===== config.mk =====
export PLATFORM = sky130hd
export DESIGN_NAME = ring_rr_arbiter
export DESIGN_NICKNAME = d
export VERILOG_FILES = /design/src/rtl/ring_rr_arbiter.sv
export SDC_FILE = /design/constraint.sdc
export NUM_CORES = 1
export LEC_CHECK = 0
export CAP_MARGIN = 30
export CORE_AREA = 2 2 39 41
export DETAILED_ROUTE_END_ITERATION = 16
export DIE_AREA = 0 0 41 43
export PLACE_DENSITY_LB_ADDON = 0.08
export RECOVER_POWER = 50
export SETUP_SLACK_MARGIN = 0.4
export SLEW_MARGIN = 15
export SYNTH_ARGS = -nofsm -noshare
export SYNTH_HDL_FRONTEND = slang
export SYNTH_SLANG_ARGS = --single-unit

===== constraint.sdc =====
create_clock -name clk_i -period 2.31 [get_ports clk_i]
set_input_delay 0.3465 -clock clk_i [delete_from_list [all_inputs] [get_ports clk_i]]
set_output_delay 0.3465 -clock clk_i [all_outputs]
set_load 0.03 [all_outputs]

===== src/rtl/ring_rr_arbiter.sv =====
// Round-robin arbiter with a one-hot ring priority pointer and a two-state IDLE/GRANT FSM.
// Optional hold-time watchdog compiled in by defining RING_ARB_TIMEOUT_EN.
module ring_rr_arbiter #(
    parameter int WIDTH    = 4,
    parameter int MAX_HOLD = 16
) (
    input  logic             clk_i,
    input  logic             rst_i,
    input  logic [WIDTH-1:0] req_i,
    input  logic             done_i,
    output logic [WIDTH-1:0] gnt_o,
    output logic             busy_o,
    output logic [WIDTH-1:0] ptr_o,
    output logic             timeout_o
);

    typedef enum logic [0:0] {
        IDLE  = 1'b0,
        GRANT = 1'b1
    } state_t;

    state_t           state_q;
    logic [WIDTH-1:0] gnt_q;
    logic [WIDTH-1:0] ptr_q;
    logic [WIDTH-1:0] sel_d;
    logic [WIDTH-1:0] ptr_rel_d;
    logic             rel_d;
    logic             found_d;
    int               ptr_idx_d;

    if (WIDTH < 2) begin : g_bad_width
        $error("ring_rr_arbiter: WIDTH must be >= 2");
    end
    if (MAX_HOLD < 2) begin : g_bad_hold
        $error("ring_rr_arbiter: MAX_HOLD must be >= 2");
    end

    // Pick the first requester at or after the pointer, scanning the ring twice to cover the wrap.
    always_comb begin
        ptr_idx_d = 0;
        sel_d     = '0;
        found_d   = 1'b0;
        for (int i = 0; i < WIDTH; i++) begin
            ptr_idx_d = ptr_q[i] ? i : ptr_idx_d;
        end
        for (int k = 0; k < 2 * WIDTH; k++) begin
            sel_d[k % WIDTH] = sel_d[k % WIDTH] |
                               (!found_d && (k >= ptr_idx_d) && req_i[k % WIDTH]);
            found_d          = found_d | ((k >= ptr_idx_d) && req_i[k % WIDTH]);
        end
    end

    // Normal release condition and the post-release pointer (one past the holder).
    always_comb begin
        rel_d     = done_i | ~(|(req_i & gnt_q));
        ptr_rel_d = {gnt_q[WIDTH-2:0], gnt_q[WIDTH-1]};
    end

`ifdef RING_ARB_TIMEOUT_EN
    localparam int CNT_W = (MAX_HOLD > 2) ? $clog2(MAX_HOLD) : 1;
    logic [CNT_W-1:0] cnt_q;
    logic             timeout_q;

    // Arbitration FSM with hold counter; a normal release outranks the watchdog.
    always_ff @(posedge clk_i or posedge rst_i) begin
        if (rst_i) begin
            state_q   <= IDLE;
            gnt_q     <= '0;
            ptr_q     <= {{(WIDTH-1){1'b0}}, 1'b1};
            timeout_q <= 1'b0;
            cnt_q     <= '0;
        end else begin
            case (state_q)
                IDLE: begin
                    timeout_q <= 1'b0;
                    cnt_q     <= '0;
                    if (|req_i) begin
                        gnt_q   <= sel_d;
                        state_q <= GRANT;
                    end else begin
                        gnt_q   <= '0;
                    end
                end
                GRANT: begin
                    if (rel_d) begin
                        gnt_q     <= '0;
                        ptr_q     <= ptr_rel_d;
                        state_q   <= IDLE;
                        timeout_q <= 1'b0;
                    end else if (cnt_q == CNT_W'(MAX_HOLD - 1)) begin
                        gnt_q     <= '0;
                        ptr_q     <= ptr_rel_d;
                        state_q   <= IDLE;
                        timeout_q <= 1'b1;
                    end else begin
                        cnt_q     <= cnt_q + CNT_W'(1);
                        timeout_q <= 1'b0;
                    end
                end
                default: begin
                    state_q   <= IDLE;
                    gnt_q     <= '0;
                    timeout_q <= 1'b0;
                end
            endcase
        end
    end

    assign timeout_o = timeout_q;
`else
    // Arbitration FSM without watchdog; a grant lasts until done or request drop.
    always_ff @(posedge clk_i or posedge rst_i) begin
        if (rst_i) begin
            state_q <= IDLE;
            gnt_q   <= '0;
            ptr_q   <= {{(WIDTH-1){1'b0}}, 1'b1};
        end else begin
            case (state_q)
                IDLE: begin
                    if (|req_i) begin
                        gnt_q   <= sel_d;
                        state_q <= GRANT;
                    end else begin
                        gnt_q   <= '0;
                    end
                end
                GRANT: begin
                    if (rel_d) begin
                        gnt_q   <= '0;
                        ptr_q   <= ptr_rel_d;
                        state_q <= IDLE;
                    end else begin
                        gnt_q   <= gnt_q;
                    end
                end
                default: begin
                    state_q <= IDLE;
                    gnt_q   <= '0;
                end
            endcase
        end
    end

    assign timeout_o = 1'b0;
`endif

    assign gnt_o  = gnt_q;
    assign ptr_o  = ptr_q;
    assign busy_o = (state_q == GRANT);

endmodule


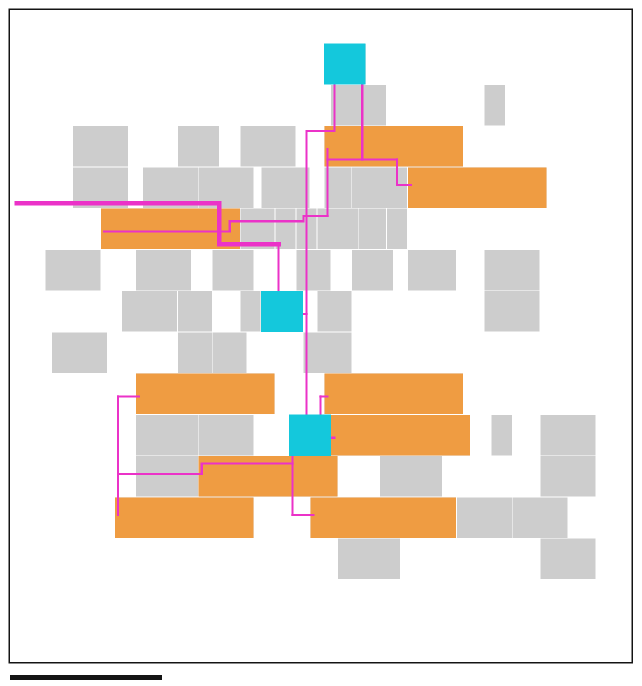
Figure 1: run 1, clock wires, drivers and flops.
Bar = 10 um.
- clock wires: magenta (length 119 um)
- flip-flops: orange (count 9)
- cells driving clock nets: cyan (count 3)
- routed clock nets: 4
Clock Skews: 1.562 ps
clock network power share: 15.4%
source-to-sink clock delay at the later pin of the worst-skew pair: 260 ps

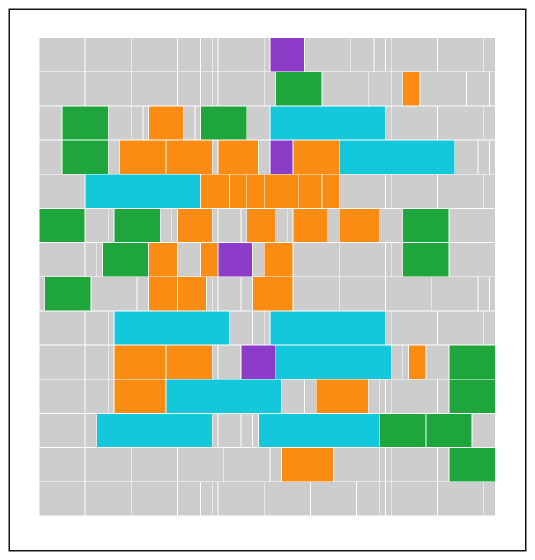
Figure 2: run 1, cells coloured by class.
Fill, decap, tap and diode cells in grey.
- clock drivers and dummy loads: purple (cells 4)
- all other logic: orange (cells 28)
- other buffers and delay cells: green (cells 15)
- flops: cyan (cells 9)

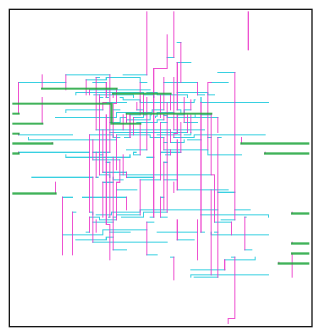
Figure 3: run 1, wiring by layer.
- met3: green (wire length 92.0 um)
- met2: magenta (wire length 473 um)
- met1: cyan (wire length 473 um)
final routed wirelength across all metal layers: 1.038 mm
routed wire length per instance: 14.42 um
aggregate global-route resource usage: 14.71%
routed via count: 393

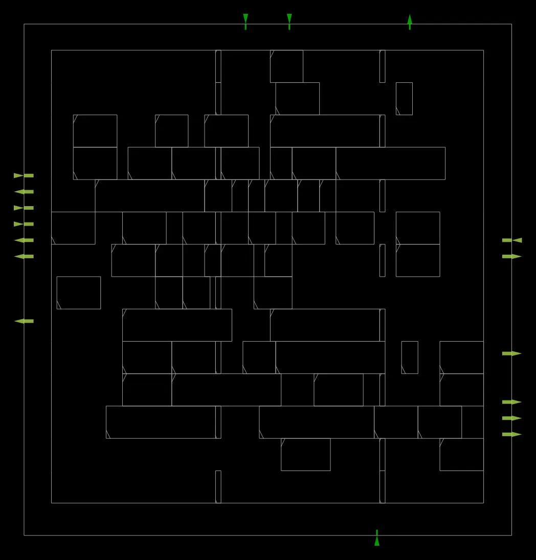
Figure 4: run 1, placement view.
placeable core area: 1384 um^2
number of placement rows: 14
number of standard cells in the layout, taps in and fillers out: 72

==> Table 3: Implementation characteristics, run 1 <==
Summary of implementation characteristics

Parameter                              Value

Global route
  GR Layer Usage met1 .................. 20.93%
  Via count of the first global-routing pass .................. 392

Clocking
  Cts bufs inserted .................. 3
  TritonCTS Sinks .................. 9
  Total setup buffers inserted after CTS .................. 0

Worst setup path
  Worst setup path startpoint .................. busy_o
  Slack of the worst reg-to-reg path .................. between 800 and 900 ps
  Category of the most critical setup path .................. register to output port
  Maximum cell stage delay along the critical path .................. 720 ps
  Buffers and inverters on the worst path .................. 1
  FF-to-FF End .................. gnt_o[1]
  Cell count of the worst reg-to-reg path .................. 4
  Critical path depth .................. 1
  Critical Path Fanout Max .................. 8

Floorplan
  Vertical die dimension .................. 43 um
  Io pins .................. 17
  Die width .................. 41 um

Cells and area
  Share of final layout cell area taken by clock buffers and inverters .................. 4.365%
  Non-clock buffer share of cell area .................. 23.81%
  Fraction of area in multi-input gates .................. 31.55%
  Number of buffers outside the clock class in the layout .................. 15
  Final-stage net count .................. 64
  Flop share of the area .................. around 36%
  Comb. cell area .................. 198.9 um^2

Final timing
  Final Critical Period .................. 1805 ps
  Setup repair after global routing missed its margin .................. no
  Final-report max-slew violation count .................. 0
  Hold Violations, Final .................. 0

Placement
  Routability-driven placement congestion ratio .................. 0.8631

Synth
  Fraction of registers with async set/reset .................. 100.0%
  Largest area contributor in the netlist .................. sky130_fd_sc_hd__dfrtp_1
  Post-synth tally of flip-flops with integrated enable .................. 0
  Yosys stat area .................. 447.9 um^2
  Nets at Floorplan .................. 45
  Post-synth cell types .................. 24
  Top cell types by occurrence after synthesis .................. sky130_fd_sc_hd__dfrtp_1 (8), sky130_fd_sc_hd__mux2_2 (4)
  Area fraction in and, or, nand and nor cells after synthesis .................. 16.48%

Pwr
  Flop+latch power .................. 280 uW
  Internal .................. 458.5 uW
  Switching Share .................. between 40% and 50%

Status
  Status .................. finished clean

Run
  Count of warning messages emitted by the tools .................. 26

Drt
  Met3 routed wirelength .................. 91 um
## run 1: flip-flops by register name (all words and copies together), names as in the netlist
name,cells
busy_o,1
ptr_o,4
gnt_o,4
## run 1: per-stage QoR
stage	setup slack (ps)	instances	total power [mW]	hold slack (ps)
after floorplan	870.4	38	0.5196	173.7
after global placement	490.7	68	0.6687	524.0
after detailed placement	471.9	68	0.6759	527.9
after CTS	450.0	72	0.8011	357.9
after global routing	462.6	72	0.8303	514.9
final	505.3	72	0.7795	486.0
## run 1: worst reg2reg max path: cells and delay by family (launching register included)
| kind | cells | cell delay, ps |
|---|---|---|
| simple gates | 1 | 230 |
| flops | 1 | 410 |
| compound gates | 3 | 700 |
==> run 2: changes to the inputs <==
Clock period 2.31 ns to 1.5 ns, I/O delays scaled along.
==> run 2 against run 1 <==
  * Combinational power rose by 120%
  * First-iteration DRC count is 31% lower
  * Clock power up 59%
  * Utilization increased by 11 points
  * Highest routed layer is now met4
==> Table 3: Implementation characteristics, run 2 <==
Summary of implementation characteristics

Parameter                              Value

Floorplan
  Number of placement rows .................. 14
  Placeable core area .................. approximately 1400 um^2
  Io pins .................. 17

Status
  Status .................. finished clean

Worst setup path
  Slack of the worst reg-to-reg path .................. 200 ps
  Critical Path Fanout Max .................. 5
  Critical path depth .................. 4
  Cell count of the worst reg-to-reg path .................. 4

Placement
  Routability-driven placement congestion ratio .................. 0.7995

Drt
  Routed wire length per instance .................. 15.74 um
  Met3 routed wirelength .................. between 70 and 80 um

Cells and area
  Final-stage net count .................. 76

Pwr
  Clock network power share .................. a little over an eighth
  Overall Power .................. 1.472 mW

Final timing
  Hold Violations, Final .................. 0
  Crit path setup slack, layout .................. 204.6 ps
  Final-report max-slew violation count .................. 0

Synth
  Post-synth cell types .................. 24
  Yosys stat area .................. between 400 and 500 um^2
  Nets at Floorplan .................. 45

Clocking
  Cts bufs inserted .................. 3
  Source-to-sink clock delay at the later pin of the worst-skew pair .................. 260 ps

Run
  Count of warning messages emitted by the tools .................. 29
run 2: what timing repair did:
action	4_1_cts	5_1_grt
pin swaps	4	1
buffers inserted	7	0
hold buffers	0	0
endpoints found under the setup margin	18	17
gates resized	57	21
run 2: final cells by class:
cell class,count,area [um^2],area share [%]
sequential,9,232.7,29.52
timing repair buffer,27,235.2,29.84
multi-input combinational,26,266.5,33.81
inverter,2,7.507,0.9524
tap,16,20.02,2.540
clock buffer,4,26.28,3.333
run 2: logic make-up (layout without fill, tap and decap cells):
family / after synthesis / in the layout / synth area share [%]
simple gates: 11 / 11 / 16.48
flops: 9 / 9 / 50.56
mux: 4 / 4 / 10.06
compound gates: 10 / 10 / 18.71
buf+inv: 3 / 33 / 3.353
other cells: 1 / 1 / 0.8372
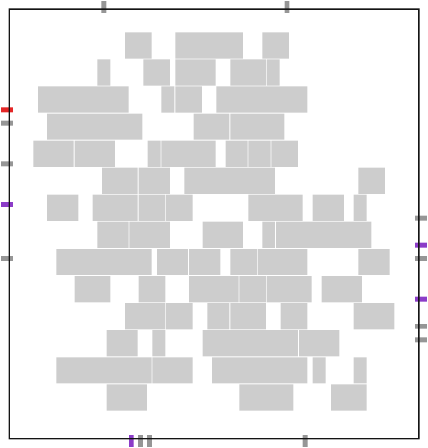
Figure 5: run 2, ports around the boundary.
Pins as bars across the die edge, other pins in grey.
- `clk_i`: red (pins 1; direction input; edge left)
- `req_i`: purple (pins 4; direction input; edge 2 right, 1 left, 1 bottom)
die width: 41 um
vertical die dimension: 43 um
count of port buffers added during placement: 15

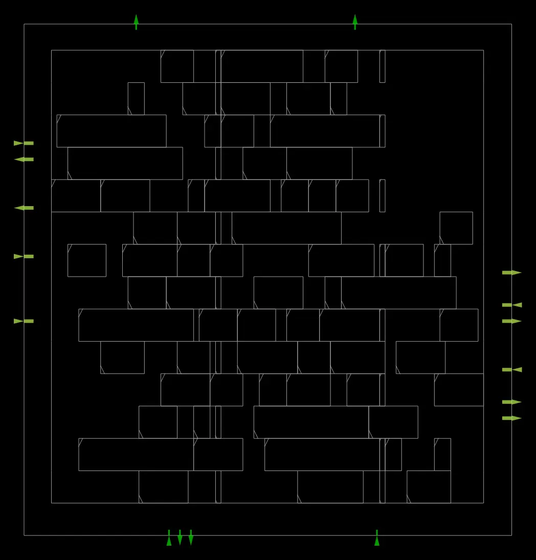
Figure 6: run 2, placement view.
fraction of the core area covered by cells at the end of the flow: 56.96%
Seq Cell Count: 9
number of standard cells in the layout, taps in and fillers out: 84
count of inserted tapcells: 16

==> run 3: changes to the inputs <==
Settings changed: CAP_MARGIN 30 to 10.
==> run 3 against run 2 <==
  * Wire length did not move
  * Synthesized area did not move
  * Critical path depth did not move
  * Final cell count did not move
  * Utilization did not move
  * Sequential share of layout area did not move
  * Largest cell class unchanged
  * Combinational power barely moved
==> Table 3: Implementation characteristics, run 3 <==
Summary of implementation characteristics

Parameter                              Value

Cells and area
  Fraction of area in multi-input gates .................. between 30% and 40%
  Share of final layout cell area taken by clock buffers and inverters .................. 3.333%
  Final-stage net count .................. 76
  Non-clock inverters .................. 2
  Area taken by flip-flops and latches .................. 232.7 um^2
  Non-clock buffer share of cell area .................. between 20% and 30%
  Comb. cell area .................. ~270 um^2
  Fraction of the core area covered by cells at the end of the flow .................. 56.96%
  Count of clock-net buffers in the final layout .................. 4
  Number of buffers outside the clock class in the layout .................. 27
  Comb_multi_in .................. 26

Global route
  Via count of the first global-routing pass .................. 444
  Aggregate global-route resource usage .................. 17.48%
  GR Layer Usage met1 .................. a little over a fifth

Synth
  Fraction of the mapped netlist area in compound gates .................. 18.72%
  Adder and majority cell fraction of the synthesized area .................. 0%
  Post-synth cell types .................. 24
  Top cell types by occurrence after synthesis .................. sky130_fd_sc_hd__dfrtp_1 (8), sky130_fd_sc_hd__mux2_2 (4)
  Post-synth tally of flip-flops with integrated enable .................. 0
  Largest area contributor in the netlist .................. sky130_fd_sc_hd__dfrtp_1
  Multiplexer share .................. just over 10%

Status
  Status .................. finished clean

Clocking
  Cts bufs inserted .................. 3
  Source-to-sink clock delay at the later pin of the worst-skew pair .................. 260 ps

Worst setup path
  FF-to-FF End .................. ptr_o[2]
  Cell count of the worst reg-to-reg path .................. 4
  Critical Path Fanout Max .................. 5
  Maximum cell stage delay along the critical path .................. 410 ps

Final timing
  Final-report max-slew violation count .................. 0
  Final Critical Period .................. 1295 ps
  Setup repair after global routing missed its margin .................. yes
  Hold Slack .................. 364.8 ps

Drt
  Final routed wirelength across all metal layers .................. 1.322 mm
  Routed wire length per instance .................. 15.74 um

Pwr
  Flop+latch power .................. 431 uW
  Clock network power share .................. a little over an eighth
  Internal .................. 879.0 uW

Floorplan
  Vertical die dimension .................. 43 um
  Number of placement rows .................. 14
  Die width .................. 41 um

Placement
  Routability-driven placement congestion ratio .................. 0.7995
  Worst slack at placement .................. -164.8 ps
run 3: cell counts in the layout (fill, tap and decap cells not counted):
No cell type changed its count.
run 3: repair_timing:
action | CTS | global route
pin swaps | 4 | 1
buffers inserted | 7 | 0
resized | 57 | 21
endpoints found under the setup margin | 18 | 17
hold endpoints to repair | 0 | 0
run 3: worst register-to-register path, stage by stage, from the launching register on:
cell	delay, ps
sky130_fd_sc_hd__dfrtp_2	410
sky130_fd_sc_hd__a22oi_2	190
sky130_fd_sc_hd__a21oi_2	90
sky130_fd_sc_hd__nand2b_4	180
sky130_fd_sc_hd__mux2_4	310
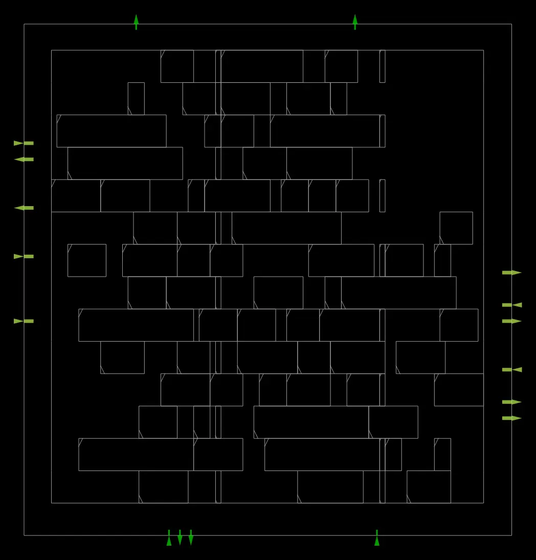
Figure 7: run 3, placement view.
fill count: 128
flop share of the area: 29.52%

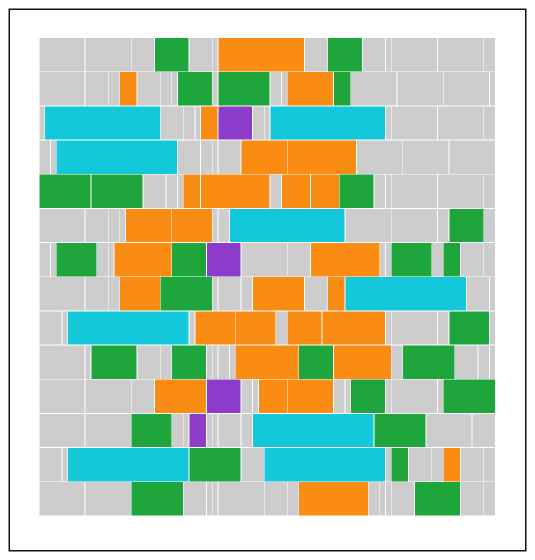
Figure 8: run 3, cells coloured by class.
Fill, decap, tap and diode cells in grey.
- all other logic: orange (cells 28)
- flops: cyan (cells 9)
- clock drivers and dummy loads: purple (cells 4)
- other buffers and delay cells: green (cells 27)

No activity file was given, so power comes from the tool's default toggle rates.
